Design sram_arbiter_flat, sky130hd; sources not shown.
closeup.png
Window x 65 to 90, y 66 to 91 µm. Cells in grey, sequential cells in the stronger grey; small squares are vias.
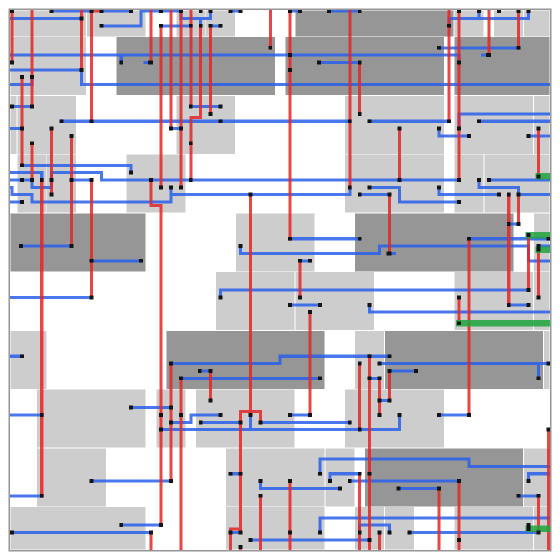
legend:
  red:
    layer: M2
  blue:
    layer: M1
  green:
    layer: M3
sequential cells in the window: 8
most frequent: nor2_1 (8), dfxtp_1 (8), a211oi_2 (6)
cells with their middle in the window: 36

m1.png
(3 px per µm)
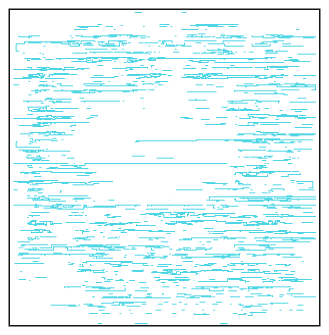
wire length on this layer: 4,260 µm
share of all routed wire: 39%
main direction: horizontal
longest straight run: 47.4 µm
nets with wire on the layer: 616
met1 usage: 21.4%
overall routed net length: 11.0 mm

gates.png
(3 px per µm)
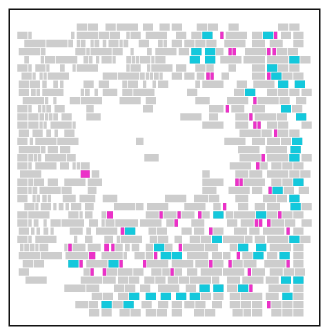
legend:
  cyan:
    family: mux cells
    cells: 48
  magenta:
    family: nor cells
    cells: 53
most frequently placed logic cell in the final layout: clkdlybuf4s50_1
number of standard cells in the layout, taps in and fillers out: 727
Comb area share: 28.9%

congestion_map.png
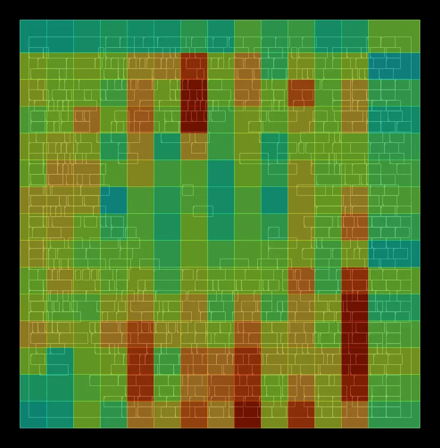
wire per inst: 15.1 µm
met2 track demand over resource: 35.6%
busiest grt layer: met2

==> out/summary.log <==
qor: critical_path.path_buffers 4
qor: critical_path.arrival 2.22 ns
qor: critical_path.critical_path.startpoint_type primary input
qor: critical_path.worst-setup-path-type primary input to register
qor: run_status.outcome finished clean
qor: place.place.detailed.hpwl 8.57 mm
qor: critical_path.cp_cell_sequence clkdlybuf4s50_1, inv_1, o21ai_1, nor2b_1, buf_12, buf_12, nor2_1, a211oi_1
qor: timing.min_period_over_period 94.6%
qor: critical_path.cp_num_cells 8
qor: job.maxCapViolCount 0
qor: detailed_routing.vias_per_cell 4.78
qor: global_routing.wire_length_of_the_first_global_routing_pass 16.9 mm
qor: die.initCoreUtil 37.5%
qor: clocking.clk_root_buffer_cell clkbuf_8
qor: cells_and_area.final_layout_size_suffix_gt1_share 13.3%
qor: clocking.clock_tree_from_tritoncts done
qor: power.power_switching 2570 µW
qor: critical_path.timing.critical_path.fanout_max 22
qor: die.die_width 103 µm
qor: critical_path.cpLargestDelayFamily buffers and inverters
qor: die.ports_placed_on_the_boundary 212
qor: power.power_per_cell_area 1160 nW/µm²
qor: synth.ys_types 26
-- per-stage QoR --
stage / TNS [ns] / area (µm²) / hold WS (ns) / setup WS (ns) / std cells
final: 0 / 6080 / 0.339 / 0.119 / 727
after CTS: 0 / 6090 / 0.327 / 0.0990 / 727
after global placement: -0.878 / 5900 / 0.341 / -0.0710 / 711
after detailed placement: -3.50 / 5900 / 0.347 / -0.145 / 711
after floorplan: 0 / 3620 / 0.353 / 0.287 / 378
after global routing: 0 / 6080 / 0.322 / 0.00494 / 727
-- metal layers --
| metal | up-vias | track usage (%) | part of all wire (%) |
|---|---|---|---|
| met2 | 139 | 35.6 | 51 |
| met4 | 0 | 5.83 | 1.9 |
| met3 | 16 | 6.09 | 8.8 |
| li1 | 1715 | - | - |
| met1 | 1608 | 21.4 | 39 |
| met5 | - | 0 | 0 |
-- cell usage in the layout (no fill, tap or decap), types with 2 or more instances in the layout --
cell             instances
nor2_1                  49
a211oi_2                34
a211oi_1                13
inv_1                    7
mux2i_1                 48
clkinv_2                 2
clkinvlp_4               2
nand2_1                 65
dfxtp_1                 80
ha_1                     3
a21oi_1                 32
clkbuf_8                10
clkdlybuf4s50_1        158
clkinv_4                 2
dlygate4sd3_1           47
dlygate4sd2_1            5
buf_12                   4
nor2b_1                  2
buf_4                   17
dfxtp_2                  2
-- logic make-up (layout without fill, tap and decap cells) --
| family | count (synthesis) | in the layout | share of synthesized area, % |
|---|---|---|---|
| buf+inv | 38 | 254 | 6.47 |
| compound gates | 84 | 84 | 20.0 |
| fa+ha+maj | 4 | 4 | 1.38 |
| flops | 82 | 82 | 45.4 |
| simple gates | 122 | 122 | 13.5 |
| mux | 48 | 48 | 13.3 |
-- timing repair --
| action | CTS | global route |
|---|---|---|
| gates resized | 10 | 1 |
| hold buffers | 0 | 0 |
| endpoints found under the setup margin | 5 | 3 |
-- area by class of cell --
class | instances | share of cell area [%]
clock buffers | 10 | 2.26
clock inverters | 6 | 0.700
multi-input cells | 258 | 28.9
flip-flops and latches | 82 | 27.1
repair buffers | 231 | 37.9
well taps | 133 | 2.74
inverters | 7 | 0.432
-- power groups by stage --
stage               registers, µW  logic [µW]  clock network (µW)
floorplan                    2370        1970                   0
global route                 2380        4070                1100
CTS                          2330        3910                1030
finish                       2310        3740                 997
global placement             2320        3760                   0
detailed placement           2350        3920                   0
No activity file was given, so power comes from the tool's default toggle rates.
